run_1/m1.png
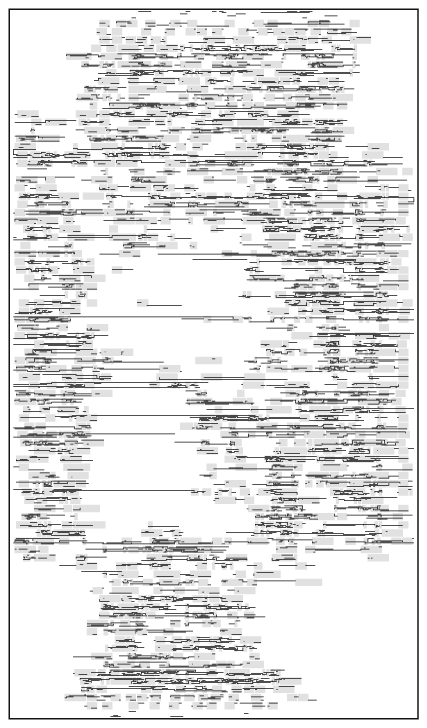
run_1/m2.png
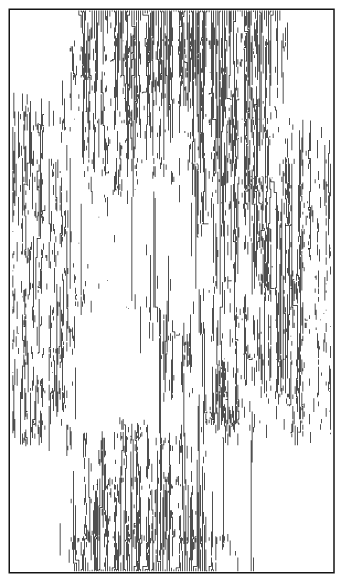
run_1/m4.png
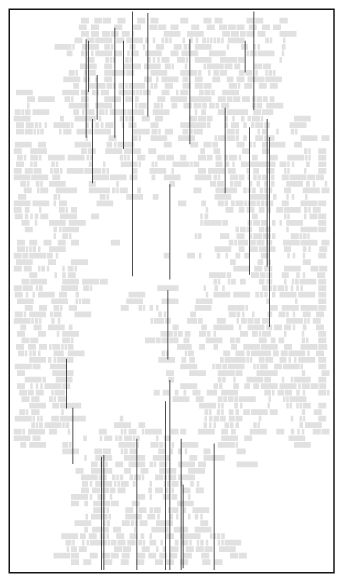
`src/rtl/cpu_pkg.sv`:
```
// cpu_pkg: shared types, size codes and helpers for the memory-access stage
package cpu_pkg;
  localparam logic [31:0] RESET_PC_DEFAULT = 32'h0000_8000;
  typedef enum logic {IDLE = 1'b0, ACCESS = 1'b1} state_e;
  typedef enum logic [1:0] {SIZE_B = 2'b00, SIZE_H = 2'b01, SIZE_W = 2'b10, SIZE_R = 2'b11} mem_size_e;
  typedef struct packed {
    logic [29:0] waddr;
    logic        we;
    logic [31:0] wdata;
    logic [3:0]  be;
    logic [1:0]  lane;
    logic [1:0]  size;
    logic        uns;
    logic [4:0]  dst;
    logic        wreg;
    logic [31:0] npc;
  } acc_t;
  function automatic logic misaligned(logic [1:0] size, logic [1:0] a);
    return size == SIZE_R || (size == SIZE_H && a[0]) || (size == SIZE_W && a != 2'b00);
  endfunction
  function automatic logic [3:0] byte_en(logic [1:0] size, logic [1:0] a);
    return size == SIZE_B ? 4'b0001 << a : size == SIZE_H ? 4'b0011 << a : 4'b1111;
  endfunction
  function automatic logic [31:0] store_lanes(logic [1:0] size, logic [31:0] d);
    return size == SIZE_B ? {4{d[7:0]}} : size == SIZE_H ? {2{d[15:0]}} : d;
  endfunction
endpackage

```
`src/rtl/memory_access_if.sv`:
```
// memory_access_if: data-memory request/response bus
interface memory_access_if;
  logic        dmem_req;
  logic        dmem_we;
  logic [31:0] dmem_addr;
  logic [31:0] dmem_wdata;
  logic [3:0]  dmem_be;
  logic [31:0] dmem_rdata;
  logic        dmem_ack;
  modport master (output dmem_req, dmem_we, dmem_addr, dmem_wdata, dmem_be, input dmem_rdata, dmem_ack);
  modport slave (input dmem_req, dmem_we, dmem_addr, dmem_wdata, dmem_be, output dmem_rdata, dmem_ack);
endinterface

```
`src/rtl/load_align.sv`:
```
// load_align: selects the addressed lane of a read word and sign/zero-extends it
module load_align import cpu_pkg::*; (
  input  logic [31:0] rdata_i,
  input  logic [1:0]  lane_i,
  input  logic [1:0]  size_i,
  input  logic        unsigned_i,
  output logic [31:0] data_o
);
  logic [31:0] sh;
  assign sh = rdata_i >> {lane_i, 3'b000};
  assign data_o = size_i == SIZE_B ? {{24{~unsigned_i & sh[7]}}, sh[7:0]} :
                  size_i == SIZE_H ? {{16{~unsigned_i & sh[15]}}, sh[15:0]} : sh;
endmodule

```
`src/rtl/memory_access.sv`:
```
// memory_access: MEM stage issuing data-memory accesses and registering writeback results
module memory_access import cpu_pkg::*; #(
  parameter logic [31:0] RESET_PC = RESET_PC_DEFAULT,
  parameter int unsigned TIMEOUT  = 255
) (
  input  logic            clk,
  input  logic            reset,
  input  logic            valid_in,
  input  logic [31:0]     alu_result,
  input  logic [31:0]     store_data,
  input  logic [4:0]      dst_addr_in,
  input  logic            w_reg_in,
  input  logic            mem_read,
  input  logic            mem_write,
  input  logic [1:0]      mem_size,
  input  logic            mem_unsigned,
  input  logic [31:0]     next_pc_in,
  memory_access_if.master dmem,
  output logic            stall,
  output logic            w_reg,
  output logic [31:0]     rd_data,
  output logic [4:0]      dst_addr,
  output logic [31:0]     next_pcD,
  output logic            exc_misalign,
  output logic            exc_buserr
);
  state_e      state_q, state_d;
  acc_t        acc_q, acc_d;
  logic [7:0]  cnt_q, cnt_d;
  logic        w_reg_q, w_reg_d, mis_q, mis_d, berr_q, berr_d;
  logic [31:0] rd_q, rd_d, npc_q, npc_d, load_data;
  logic [4:0]  dst_q, dst_d;
  logic        is_mem, bad, go;
  assign is_mem = valid_in && (mem_read || mem_write);
  assign bad = misaligned(mem_size, alu_result[1:0]);
  assign go = state_q == IDLE && is_mem && !bad;
  assign stall = go || state_q == ACCESS;
  assign dmem.dmem_req = state_q == ACCESS;
  assign dmem.dmem_we = acc_q.we;
  assign dmem.dmem_addr = {acc_q.waddr, 2'b00};
  assign dmem.dmem_wdata = acc_q.wdata;
  assign dmem.dmem_be = acc_q.be;
  assign w_reg = w_reg_q;
  assign rd_data = rd_q;
  assign dst_addr = dst_q;
  assign next_pcD = npc_q;
  assign exc_misalign = mis_q;
  assign exc_buserr = berr_q;
  load_align u_align (
    .rdata_i    (dmem.dmem_rdata),
    .lane_i     (acc_q.lane),
    .size_i     (acc_q.size),
    .unsigned_i (acc_q.uns),
    .data_o     (load_data)
  );
  always_comb begin
    state_d = state_q;
    acc_d = acc_q;
    cnt_d = cnt_q;
    w_reg_d = 1'b0;
    rd_d = rd_q;
    dst_d = dst_q;
    npc_d = npc_q;
    mis_d = state_q == IDLE && is_mem && bad;
    berr_d = 1'b0;
    if (state_q == IDLE) begin
      if (valid_in && !(mem_read || mem_write)) begin
        w_reg_d = w_reg_in;
        rd_d = alu_result;
        dst_d = dst_addr_in;
        npc_d = next_pc_in;
      end
      if (go) begin
        state_d = ACCESS;
        cnt_d = '0;
        acc_d = '{waddr: alu_result[31:2], we: mem_write,
                  wdata: store_lanes(mem_size, store_data), be: byte_en(mem_size, alu_result[1:0]),
                  lane: alu_result[1:0], size: mem_size, uns: mem_unsigned,
                  dst: dst_addr_in, wreg: w_reg_in, npc: next_pc_in};
      end
    end else if (dmem.dmem_ack) begin
      state_d = IDLE;
      w_reg_d = acc_q.wreg && !acc_q.we;
      rd_d = acc_q.we ? rd_q : load_data;
      dst_d = acc_q.dst;
      npc_d = acc_q.npc;
    end else if (cnt_q == 8'(TIMEOUT)) begin
      state_d = IDLE;
      berr_d = 1'b1;
    end else begin
      cnt_d = cnt_q + 8'd1;
    end
  end
  always_ff @(posedge clk) begin
    if (reset) begin
      state_q <= IDLE;
      acc_q <= '0;
      cnt_q <= '0;
      w_reg_q <= 1'b0;
      rd_q <= '0;
      dst_q <= '0;
      npc_q <= RESET_PC;
      mis_q <= 1'b0;
      berr_q <= 1'b0;
    end else begin
      state_q <= state_d;
      acc_q <= acc_d;
      cnt_q <= cnt_d;
      w_reg_q <= w_reg_d;
      rd_q <= rd_d;
      dst_q <= dst_d;
      npc_q <= npc_d;
      mis_q <= mis_d;
      berr_q <= berr_d;
    end
  end
endmodule

```
`src/flat_wrapper.sv`:
```
// flat-port wrapper written by rule: the top's interface ports become plain ports
module memory_access_flat import cpu_pkg::*;
#(
  parameter logic [31:0] RESET_PC = RESET_PC_DEFAULT,
  parameter int unsigned TIMEOUT  = 255
)
  (clk, reset, valid_in, alu_result, store_data, dst_addr_in, w_reg_in, mem_read, mem_write, mem_size, mem_unsigned, next_pc_in, stall, w_reg, rd_data, dst_addr, next_pcD, exc_misalign, exc_buserr, dmem_dmem_req, dmem_dmem_we, dmem_dmem_addr, dmem_dmem_wdata, dmem_dmem_be, dmem_dmem_rdata, dmem_dmem_ack);
  memory_access_if dmem_i ();
  input  logic clk;
  input  logic reset;
  input  logic valid_in;
  input  logic [31:0] alu_result;
  input  logic [31:0] store_data;
  input  logic [4:0] dst_addr_in;
  input  logic w_reg_in;
  input  logic mem_read;
  input  logic mem_write;
  input  logic [1:0] mem_size;
  input  logic mem_unsigned;
  input  logic [31:0] next_pc_in;
  output logic stall;
  output logic w_reg;
  output logic [31:0] rd_data;
  output logic [4:0] dst_addr;
  output logic [31:0] next_pcD;
  output logic exc_misalign;
  output logic exc_buserr;
  output wire logic [$bits(dmem_i.dmem_req)-1:0] dmem_dmem_req;
  output wire logic [$bits(dmem_i.dmem_we)-1:0] dmem_dmem_we;
  output wire logic [$bits(dmem_i.dmem_addr)-1:0] dmem_dmem_addr;
  output wire logic [$bits(dmem_i.dmem_wdata)-1:0] dmem_dmem_wdata;
  output wire logic [$bits(dmem_i.dmem_be)-1:0] dmem_dmem_be;
  input wire logic [$bits(dmem_i.dmem_rdata)-1:0] dmem_dmem_rdata;
  input wire logic [$bits(dmem_i.dmem_ack)-1:0] dmem_dmem_ack;
  assign dmem_dmem_req = dmem_i.dmem_req;
  assign dmem_dmem_we = dmem_i.dmem_we;
  assign dmem_dmem_addr = dmem_i.dmem_addr;
  assign dmem_dmem_wdata = dmem_i.dmem_wdata;
  assign dmem_dmem_be = dmem_i.dmem_be;
  assign dmem_i.dmem_rdata = dmem_dmem_rdata;
  assign dmem_i.dmem_ack = dmem_dmem_ack;
  memory_access #(.RESET_PC(RESET_PC), .TIMEOUT(TIMEOUT)) u_core (.clk(clk), .reset(reset), .valid_in(valid_in), .alu_result(alu_result), .store_data(store_data), .dst_addr_in(dst_addr_in), .w_reg_in(w_reg_in), .mem_read(mem_read), .mem_write(mem_write), .mem_size(mem_size), .mem_unsigned(mem_unsigned), .next_pc_in(next_pc_in), .dmem(dmem_i), .stall(stall), .w_reg(w_reg), .rd_data(rd_data), .dst_addr(dst_addr), .next_pcD(next_pcD), .exc_misalign(exc_misalign), .exc_buserr(exc_buserr));
endmodule
```
`config.mk`:
```
export PLATFORM = sky130hd
export DESIGN_NAME = memory_access_flat
export DESIGN_NICKNAME = d
export VERILOG_FILES = /design/src/rtl/cpu_pkg.sv /design/src/rtl/memory_access_if.sv /design/src/rtl/load_align.sv /design/src/rtl/memory_access.sv /design/src/flat_wrapper.sv
export SDC_FILE = /design/constraint.sdc
export NUM_CORES = 1
export LEC_CHECK = 0
export CAP_MARGIN = 5
export CORE_ASPECT_RATIO = 1.75
export CORE_UTILIZATION = 29
export CTS_CLUSTER_SIZE = 12
export DETAILED_ROUTE_END_ITERATION = 6
export MAX_ROUTING_LAYER = met4
export PLACE_DENSITY = 0.61
export SLEW_MARGIN = 20
export SYNTH_ARGS = -nofsm -noshare
export SYNTH_HDL_FRONTEND = slang
export SYNTH_SLANG_ARGS = --single-unit
```
`constraint.sdc`:
```
create_clock -name clk -period 1.9 [get_ports clk]
set_input_delay 0.38 -clock clk [delete_from_list [all_inputs] [get_ports clk]]
set_output_delay 0.38 -clock clk [all_outputs]
set_load 0.01 [all_outputs]
```
==> flow_metrics.py, run 1 <==
# Metrics from the implementation run
metrics = {
    "layout": {
        "final_nets": 1460,
        "clock_area_frac": 0.0480,
        "comb_share": 0.337,
        "finish.utilization": 0.420,
        "non_clock_buffer_count": 345,
        "comb_area_sq_um": 4270,
        "n_clock_buffer": 18,
        "seq_cells": 191,
        "n_antenna_cell": 6,
        "layout_top_cells": "clkdlybuf4s50_1 (276), nand2_1 (211), dfxtp_1 (189)",
        "fill_cells": 3080,
        "layout-drive-gt1-share": 0.0884,
        "seq_share": 0.302,
        "logic_gate_count": 754,
        "area_growth_pct": 41.7,
        "lay_top_count": "clkdlybuf4s50_1",
        "largest_class": "multi-input combinational cells",
        "n_all_inverters": 3,
        "buf_share": 0.273,
        "largest_reg_flops": 43,
        "area.sequential_sq_um": 3830,
    },
    "critical_path": {
        "cp_slowest_cell": "clkdlybuf4s50_1",
        "path_buffers": 2,
        "worst_setup_path_end_kind": "primary output",
        "cp.required_ns": 1.52,
        "start_kind": "input pin",
        "cp_cell_sequence": "clkdlybuf4s50_1 > nor2_1 > a211o_4 > nand2b_1 > buf_6",
        "slowest_delay_ns": 0.49,
        "cp_top_family": "buffers and inverters",
        "worst-setup-path-type": "in2out",
        "worstPathMaxFanout": 2,
        "reg2reg_depth": 6,
        "rr_endpoint": "u_core.rd_data[23]",
        "crit_end": "stall",
        "rrSetupSlack_ns": 0.09,
        "crit_arrival_ns": 1.49,
        "cp.depth": 5,
    },
    "grt": {
        "grtUsageMet1": 0.196,
        "grt_usage": 0.190,
        "use_met2": 0.335,
        "grt_remaining_overflow": 0,
        "grt_busiest_layer": "met2",
        "grt_pass1_vias": 8110,
        "grt_pass1_wl_um": 44600,
        "grt_max_degree": 119,
        "met3_usage": 0.0417,
    },
    "synthesis": {
        "top_logic_kind": "AND-OR/OR-AND gates",
        "synthArstFlopShare": 0,
        "synthAdderAreaFrac": 0.00699,
        "topCellsByArea": "dfxtp_1 (43%), nand2_1 (8.9%), mux2i_1 (8.5%), a21oi_1 (6.5%), buf_4 (5.9%)",
        "top_area_frac": 0.428,
        "synth_cell_type_count": 45,
        "ys_cells": 1106,
        "mux_share": 0.0888,
        "syn_area_sq_um": 8940,
        "synth_warnings": 0,
        "post-synth-top-area-cell": "dfxtp_1",
        "synth_xor_xnor_area_share": 0.00294,
        "synthTopCellsByCount": "nand2_1 (211), dfxtp_1 (191), nor2_1 (121), a21oi_1 (116), mux2i_1 (76)",
        "syn_inst": 1106,
        "ys_sh_aoi": 0.193,
        "synth.ff_latch_count": 191,
        "simple_gate_area_frac": 0.179,
        "synth_chip_area_sq_um": 8940,
        "top_cell": "nand2_1",
        "synth_seq_share": 0.428,
        "flop_cell": "dfxtp_1",
        "syn_avg_cell_area_sq_um": 8.09,
    },
    "sta": {
        "setup_slack_ns": 0.0315,
        "slew_violations": 0,
        "setup_tns_ns": 0,
        "finalCritPeriodShare": 0.983,
        "finalSetupViolCount": 0,
        "whs_ns": 0.379,
        "hold_violations": 0,
        "period_minus_slack_ns": 1.87,
        "fin_skew_ns": 0.00952,
        "timing.fmax_mhz": 535,
        "rsz0062_at_grt": "false",
        "worst_pin_slew_ns": 0.672,
    },
    "clocking": {
        "clk_latency_ns": 0.45,
        "post_cts_buffers": 0,
        "clock-sinks": 191,
        "clk_pin_slew_ns": 0.08,
        "cts_htree_levels": 4,
        "cts_root_buf": "clkbuf_16",
        "cts.hold.buffers_added": 0,
        "cts.path.max_buffers": 2,
        "numCtsBuffers": 17,
        "cts_tree": "done",
    },
    "route": {
        "wl_met3_um": 1310,
        "wl_per_cell_um": 17.0,
        "vias": 8274,
        "dr_wl_met2_um": 15400,
        "drt_wl_total_um": 29200,
        "drt_drc_violations_left": 0,
        "top_layer_used": "met4",
        "vias_per_cell": 4.82,
        "wl_met1_um": 11200,
        "first_pass_iters": 4,
        "ant_nets": 0,
    },
    "pwr": {
        "power_density_nw_per_um2": 795,
        "power_frac_clock": 0.378,
        "internal_power_mw": 7.32,
        "finalPower_mw": 10.1,
        "combPwrFrac": 0.191,
        "swShare": 0.274,
        "peakVddDrop_uv": 636,
        "p_sw_mw": 2.76,
        "leakagePower_nw": 4.45,
    },
    "worst_hold_path": {
        "holdPathStages": 4,
        "min-delay-path-class": "in2reg",
        "holdCritStartpoint": "alu_result[1]",
        "hold-path-endpoint": "u_core.acc_q[42]",
    },
    "placement": {
        "portBuffers": 283,
        "place_area_sq_um": 12000,
        "placedCellCount": 1680,
        "pre_cts_ws_ns": -0.705,
        "gp_congestion": 0.900,
        "place.detailed.hpwl_um": 21500,
    },
    "job": {
        "warnings": 32,
        "maxCapViolations": 0,
    },
    "floorplanning": {
        "initCoreUtil": 0.296,
        "ios": 286,
        "core_area_sq_um": 30200,
        "nWellTaps": 387,
        "rows": 84,
    },
    "outcome": {
        "outcome": "finished, final reports clean",
    },
}
## Picture notes: m1.png
nets with wire on the layer: 1,306
longest straight run: 72.7 um
wire length on this layer: 11,200 um
share of all routed wire: 39%
main direction: horizontal

## Picture notes: m2.png
main direction: vertical
wire length on this layer: 15,400 um

## Picture notes: m4.png
wire length on this layer: 1,230 um
main direction: vertical
nets with wire on the layer: 21

==> run 1: power by group through the flow <==
stage | registers, mW | logic [mW] | clock network (mW)
global route | 4.37 | 2.09 | 4.09
CTS | 4.34 | 1.93 | 3.94
floorplan | 4.46 | 0.927 | 0
finish | 4.34 | 1.93 | 3.81
global placement | 4.43 | 1.91 | 0
detailed placement | 4.44 | 1.92 | 0
==> run 1: worst min-delay path, stage by stage <==
cell and delay (ns):
clkbuf_2 0.11, buf_4 0.17, nand2_1 0.06, a21oi_1 0.05
==> run 1: cell families (layout without fill, tap and decap cells) <==
kind of cell,count (synthesis),after routing
simple gates,389,389
compound gates,276,276
flops,191,191
buf+inv,162,379
mux,79,79
fa+ha+maj,5,5
xor+xnor,3,3
other cells,1,8
## Run 2: what changed since run 1
--- a/config.mk
+++ b/config.mk
@@ -10,6 +10,7 @@
 export CORE_UTILIZATION = 29
 export CTS_CLUSTER_SIZE = 12
 export DETAILED_ROUTE_END_ITERATION = 6
+export HOLD_SLACK_MARGIN = 0.03
 export MAX_ROUTING_LAYER = met4
 export PLACE_DENSITY = 0.61
 export SLEW_MARGIN = 20
run_2/util_map.png
Bar = 50 um. The die is cut into 13 by 23 equal tiles; dark blue is low, red is high, 0 to 100% covered.
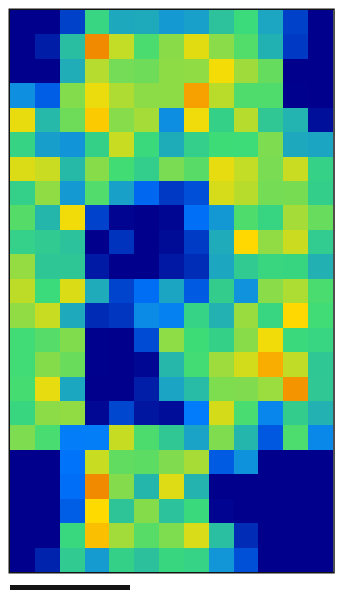
mean over tiles: 39%
tiles over 75% full: 3.3%
fullest tile: 84%
emptiest ninth of the die: bottom right

run_2/m4.png
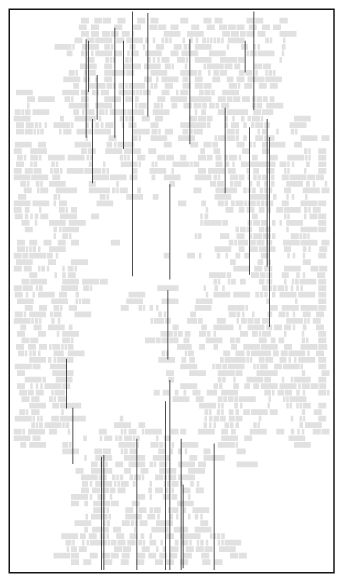
main direction: vertical
longest straight run: 110 um
wire length on this layer: 1,230 um
share of all routed wire: 4.2%
nets with wire on the layer: 21

==> flow_metrics.py, run 2 <==
# Metrics from the implementation run
metrics = {
    "sta": {
        "hold_violations": 0,
        "timing.fmax_mhz": 535,
        "setup_slack_ns": 0.0315,
        "finalCritPeriodShare": 0.983,
        "slew-limit-headroom": 0.552,
        "setup_tns_ns": 0,
        "period_minus_slack_ns": 1.87,
        "fin_skew_ns": 0.00952,
        "slew_violations": 0,
        "finalSetupViolCount": 0,
        "worst_pin_slew_ns": 0.672,
        "whs_ns": 0.379,
        "rsz0062_at_grt": "false",
    },
    "layout": {
        "n_clock_buffer": 18,
        "fill_cells": 3080,
        "n_antenna_cell": 6,
        "area.sequential_sq_um": 3830,
        "comb_share": 0.337,
        "comb_area_sq_um": 4270,
        "fin_area_sq_um": 12700,
        "finish.utilization": 0.420,
        "seq_share": 0.302,
        "non_clock_buffer_count": 345,
        "final_nets": 1460,
        "layout_top_cells": "clkdlybuf4s50_1 (276), nand2_1 (211), dfxtp_1 (189)",
        "largest_class": "multi-input combinational cells",
        "layout-drive-gt1-share": 0.0884,
        "n_all_inverters": 3,
        "seq_cells": 191,
        "lay_top_count": "clkdlybuf4s50_1",
        "final_cells": 1717,
        "buf_share": 0.273,
        "largest_register": "u_core.acc_q",
        "area_growth_pct": 41.7,
        "clock_area_frac": 0.0480,
        "logic_gate_count": 754,
        "largest_reg_flops": 43,
    },
    "route": {
        "wl_met1_um": 11200,
        "wl_per_cell_um": 17.0,
        "vias": 8274,
        "vias_per_cell": 4.82,
        "top_layer_used": "met4",
        "first_iter_violations": 407,
        "dr_wl_met2_um": 15400,
        "drt_drc_violations_left": 0,
        "wl_met3_um": 1310,
        "ant_nets": 0,
        "drt_wl_total_um": 29200,
        "first_pass_iters": 4,
    },
    "job": {
        "warnings": 32,
        "maxCapViolations": 0,
    },
    "synthesis": {
        "synth_warnings": 0,
        "mux_share": 0.0888,
        "synth.ff_latch_count": 191,
        "post-synth-top-area-cell": "dfxtp_1",
        "ys_cells": 1106,
        "syn_inst": 1106,
        "topCellsByArea": "dfxtp_1 (43%), nand2_1 (8.9%), mux2i_1 (8.5%), a21oi_1 (6.5%), buf_4 (5.9%)",
        "synthAdderAreaFrac": 0.00699,
        "syn_area_sq_um": 8940,
        "synth_seq_share": 0.428,
        "synth_xor_xnor_area_share": 0.00294,
        "ys_sh_aoi": 0.193,
        "top_cell": "nand2_1",
        "flop_cell": "dfxtp_1",
        "synthTopCellsByCount": "nand2_1 (211), dfxtp_1 (191), nor2_1 (121), a21oi_1 (116), mux2i_1 (76)",
        "synth_cell_type_count": 45,
        "top_logic_kind": "AND-OR/OR-AND gates",
        "simple_gate_area_frac": 0.179,
        "syn_avg_cell_area_sq_um": 8.09,
        "top_area_frac": 0.428,
        "synth_chip_area_sq_um": 8940,
        "edf_count": 0,
        "synthArstFlopShare": 0,
    },
    "placement": {
        "placedCellCount": 1680,
        "place_area_sq_um": 12000,
        "gp_congestion": 0.900,
        "portBuffers": 283,
        "place.detailed.hpwl_um": 21500,
        "pre_cts_ws_ns": -0.705,
    },
    "clocking": {
        "post_cts_buffers": 0,
        "cts_root_buf": "clkbuf_16",
        "numCtsBuffers": 17,
        "clk_pin_slew_ns": 0.08,
        "cts.hold.buffers_added": 0,
        "cts_resized": 15,
        "cts_tree": "done",
        "clock-sinks": 191,
        "clk_latency_ns": 0.45,
        "cts_htree_levels": 4,
        "cts.path.max_buffers": 2,
    },
    "grt": {
        "use_met2": 0.335,
        "grt_busiest_layer": "met2",
        "grtUsageMet1": 0.196,
        "grt_max_degree": 119,
        "grt_remaining_overflow": 0,
        "antenna_found_initial": 3,
        "met3_usage": 0.0417,
        "grt_usage": 0.190,
        "grt_pass1_wl_um": 44600,
        "grt_pass1_vias": 8110,
    },
    "critical_path": {
        "start_kind": "input pin",
        "rr_startpoint": "u_core.acc_q[41]",
        "worst-setup-path-type": "in2out",
        "cp.required_ns": 1.52,
        "crit_path_start": "mem_write",
        "crit_arrival_ns": 1.49,
        "worstPathMaxFanout": 2,
        "worst_setup_path_end_kind": "primary output",
    },
    "pwr": {
        "power_frac_clock": 0.378,
        "power_frac_seq": 0.431,
        "leakagePower_nw": 4.45,
        "swShare": 0.274,
        "power_density_nw_per_um2": 795,
        "p_sw_mw": 2.76,
        "finalPower_mw": 10.1,
        "internal_power_mw": 7.32,
        "combPwrFrac": 0.191,
        "peakVddDrop_uv": 636,
    },
    "floorplanning": {
        "die_area_sq_um": 31600,
        "rows": 84,
        "core_area_sq_um": 30200,
        "die_width_um": 135,
        "initCoreUtil": 0.296,
        "ios": 286,
        "die_y_um": 234,
        "nWellTaps": 387,
    },
    "worst_hold_path": {
        "min-delay-path-class": "in2reg",
        "holdCritStartpoint": "alu_result[1]",
    },
    "outcome": {
        "outcome": "finished, final reports clean",
    },
}
-- run 2: cell counts in the layout (fill, tap and decap cells not counted) --
No cell type changed its count.
-- run 2: worst paths after layout --
check	to	slack (ns)	cells after the start
setup / recovery	stall	0.03	5
hold / removal	u_core.acc_q[42]	0.38	4
setup reg to reg	u_core.rd_data[23]	0.09	6
hold reg to reg	u_core.dmem.dmem_wdata[26]	0.45	2
-- run 2: power groups by stage --
stage	registers (mW)	clock network, mW	logic [mW]
after floorplan	4.46	0	0.927
after global placement	4.43	0	1.91
after detailed placement	4.44	0	1.92
after CTS	4.34	3.94	1.93
after global routing	4.37	4.09	2.09
final	4.34	3.81	1.93
-- run 2: critical path, stage by stage --
cell             delay [ns]
clkdlybuf4s50_1        0.49
nor2_1                 0.09
a211o_4                0.32
nand2b_1               0.10
buf_6                  0.11
run_2/m1.png
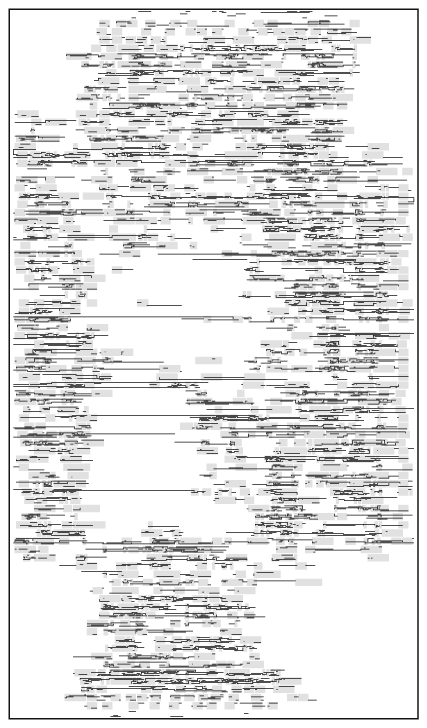

## Run 3: what changed since run 2
--- a/config.mk
+++ b/config.mk
@@ -13,6 +13,7 @@
 export HOLD_SLACK_MARGIN = 0.03
 export MAX_ROUTING_LAYER = met4
 export PLACE_DENSITY = 0.61
+export REMOVE_ABC_BUFFERS = 1
 export SLEW_MARGIN = 20
 export SYNTH_ARGS = -nofsm -noshare
 export SYNTH_HDL_FRONTEND = slang
run_3/m1.png
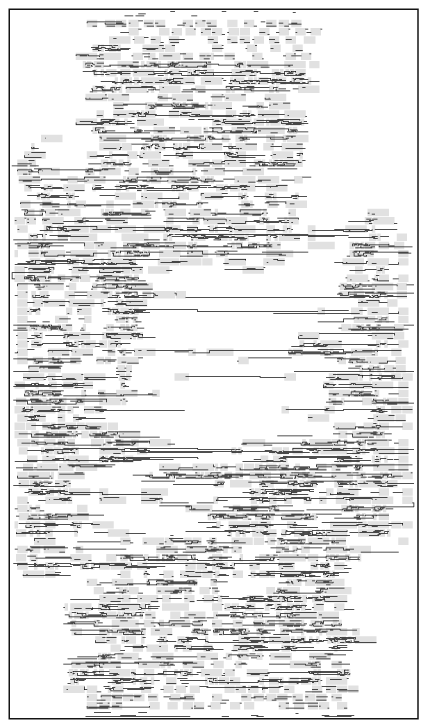
wire length on this layer: 11,200 um
longest straight run: 59.3 um

run_3/m4.png
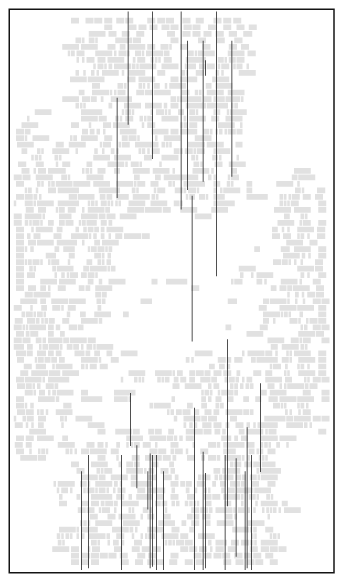
share of all routed wire: 4.9%
main direction: vertical
nets with wire on the layer: 26
wire length on this layer: 1,460 um

==> flow_metrics.py, run 3 <==
# Metrics from the implementation run
metrics = {
    "layout": {
        "layout_top_cells": "clkdlybuf4s50_1 (275), nand2_1 (211), dfxtp_1 (188)",
        "fin_area_sq_um": 12900,
        "finish.utilization": 0.428,
        "fill_cells": 3012,
        "largest_reg_flops": 43,
        "area_growth_pct": 44.3,
        "area.sequential_sq_um": 3830,
        "comb_area_sq_um": 4290,
        "lay_top_count": "clkdlybuf4s50_1",
        "largest_register": "u_core.acc_q",
        "final_nets": 1482,
        "final_cells": 1739,
    },
    "critical_path": {
        "crit_end": "stall",
        "rrSetupSlack_ns": 0.13,
        "worst_setup_path_end_kind": "primary output",
        "cp.required_ns": 1.52,
        "reg2reg_depth": 6,
        "start_kind": "input pin",
        "crit_path_start": "mem_write",
        "crit_arrival_ns": 1.48,
        "rr_endpoint": "u_core.rd_data[23]",
        "worstPathMaxFanout": 2,
        "rr_startpoint": "u_core.acc_q[41]",
    },
    "synthesis": {
        "synthArstFlopShare": 0,
        "syn_avg_cell_area_sq_um": 8.09,
        "synth_warnings": 0,
        "topCellsByArea": "dfxtp_1 (43%), nand2_1 (8.9%), mux2i_1 (8.5%), a21oi_1 (6.5%), buf_4 (5.9%)",
        "syn_inst": 1106,
        "synth_xor_xnor_area_share": 0.00294,
        "top_logic_kind": "AND-OR/OR-AND gates",
        "synth_cell_type_count": 45,
        "synth_chip_area_sq_um": 8940,
        "top_cell": "nand2_1",
        "synthTopCellsByCount": "nand2_1 (211), dfxtp_1 (191), nor2_1 (121), a21oi_1 (116), mux2i_1 (76)",
        "syn_area_sq_um": 8940,
        "flop_cell": "dfxtp_1",
        "ys_sh_aoi": 0.193,
        "simple_gate_area_frac": 0.179,
        "edf_count": 0,
        "synth.ff_latch_count": 191,
        "mux_share": 0.0888,
        "post-synth-top-area-cell": "dfxtp_1",
        "ys_cells": 1106,
        "top_area_frac": 0.428,
    },
    "grt": {
        "grt_max_degree": 86,
        "grt_usage": 0.194,
        "met3_usage": 0.0387,
        "grtUsageMet1": 0.198,
        "grt_remaining_overflow": 0,
        "grt_pass1_vias": 8140,
        "grt_busiest_layer": "met2",
        "grt_pass1_wl_um": 44900,
        "use_met2": 0.343,
        "antenna_found_initial": 5,
    },
    "pwr": {
        "top_power_group": "registers",
        "combPwrFrac": 0.201,
        "power_frac_seq": 0.437,
        "internal_power_mw": 7.09,
        "finalPower_mw": 9.96,
        "swShare": 0.288,
        "p_sw_mw": 2.87,
        "powerComb_mw": 2.00,
        "p_clk_mw": 3.60,
        "sequentialPower_mw": 4.35,
        "leakagePower_nw": 4.60,
        "peakVddDrop_uv": 664,
        "power_frac_clock": 0.362,
        "power_density_nw_per_um2": 772,
    },
    "sta": {
        "setup_tns_ns": 0,
        "slew-limit-headroom": 0.496,
        "rsz0062_at_grt": "false",
        "setup_slack_ns": 0.0446,
        "finalSetupViolCount": 0,
        "fin_skew_ns": 0.00672,
        "hold_violations": 0,
        "finalCritPeriodShare": 0.977,
        "whs_ns": 0.334,
        "slew_violations": 0,
        "period_minus_slack_ns": 1.86,
        "timing.fmax_mhz": 539,
        "worst_pin_slew_ns": 0.753,
    },
    "floorplanning": {
        "die_y_um": 234,
        "rows": 84,
        "die_width_um": 135,
        "core_area_sq_um": 30200,
        "initCoreUtil": 0.296,
        "die_area_sq_um": 31600,
        "ios": 286,
    },
    "clocking": {
        "cts_htree_levels": 4,
        "cts.hold.buffers_added": 0,
        "numCtsBuffers": 17,
        "cts_root_buf": "clkbuf_16",
        "cts_tree": "done",
        "clk_latency_ns": 0.45,
        "clk_pin_slew_ns": 0.08,
        "clock-sinks": 191,
        "cts.path.max_buffers": 2,
    },
    "placement": {
        "placedCellCount": 1695,
        "place_area_sq_um": 12200,
        "gp_congestion": 0.850,
        "pre_cts_ws_ns": -0.688,
        "portBuffers": 283,
        "place.detailed.hpwl_um": 22400,
    },
    "route": {
        "vias_per_cell": 4.85,
        "vias": 8441,
        "first_iter_violations": 390,
        "dr_wl_met2_um": 15800,
        "drt_drc_violations_left": 0,
        "wl_per_cell_um": 17.1,
        "drt_wl_total_um": 29700,
        "first_pass_iters": 4,
        "wl_met3_um": 1130,
        "ant_nets": 0,
        "top_layer_used": "met4",
    },
    "job": {
        "warnings": 29,
        "maxCapViolations": 0,
    },
    "worst_hold_path": {
        "min-delay-path-class": "in2reg",
        "holdPathStages": 2,
        "holdCritStartpoint": "reset",
        "hold-path-endpoint": "u_core.cnt_q[0]",
    },
    "outcome": {
        "outcome": "finished, final reports clean",
    },
}
-- run 3: cell counts after synthesis --
No cell type changed its count.
-- run 3: worst max-delay path, cell delays in order --
cell and delay [ns]:
clkdlybuf4s50_1 0.50, nor2_2 0.07, a211o_4 0.34, nand2b_4 0.08, buf_6 0.10
-- run 3: area by class of cell --
cell class | count | area share
clock inverters | 14 | 0.0111
clock buffers | 18 | 0.0349
diodes | 5 | 0.000970
multi-input cells | 754 | 0.332
inverters | 3 | 0.000873
flip-flops and latches | 191 | 0.297
repair buffers | 367 | 0.286
well taps | 387 | 0.0375
-- run 3: timing repair --
action / in CTS / in global routing
buffers inserted: 7 / 0
pin swaps: 2 / 2
gates resized: 10 / 15
setup endpoints to repair: 40 / 40
Power and IR drop assume default switching activity.
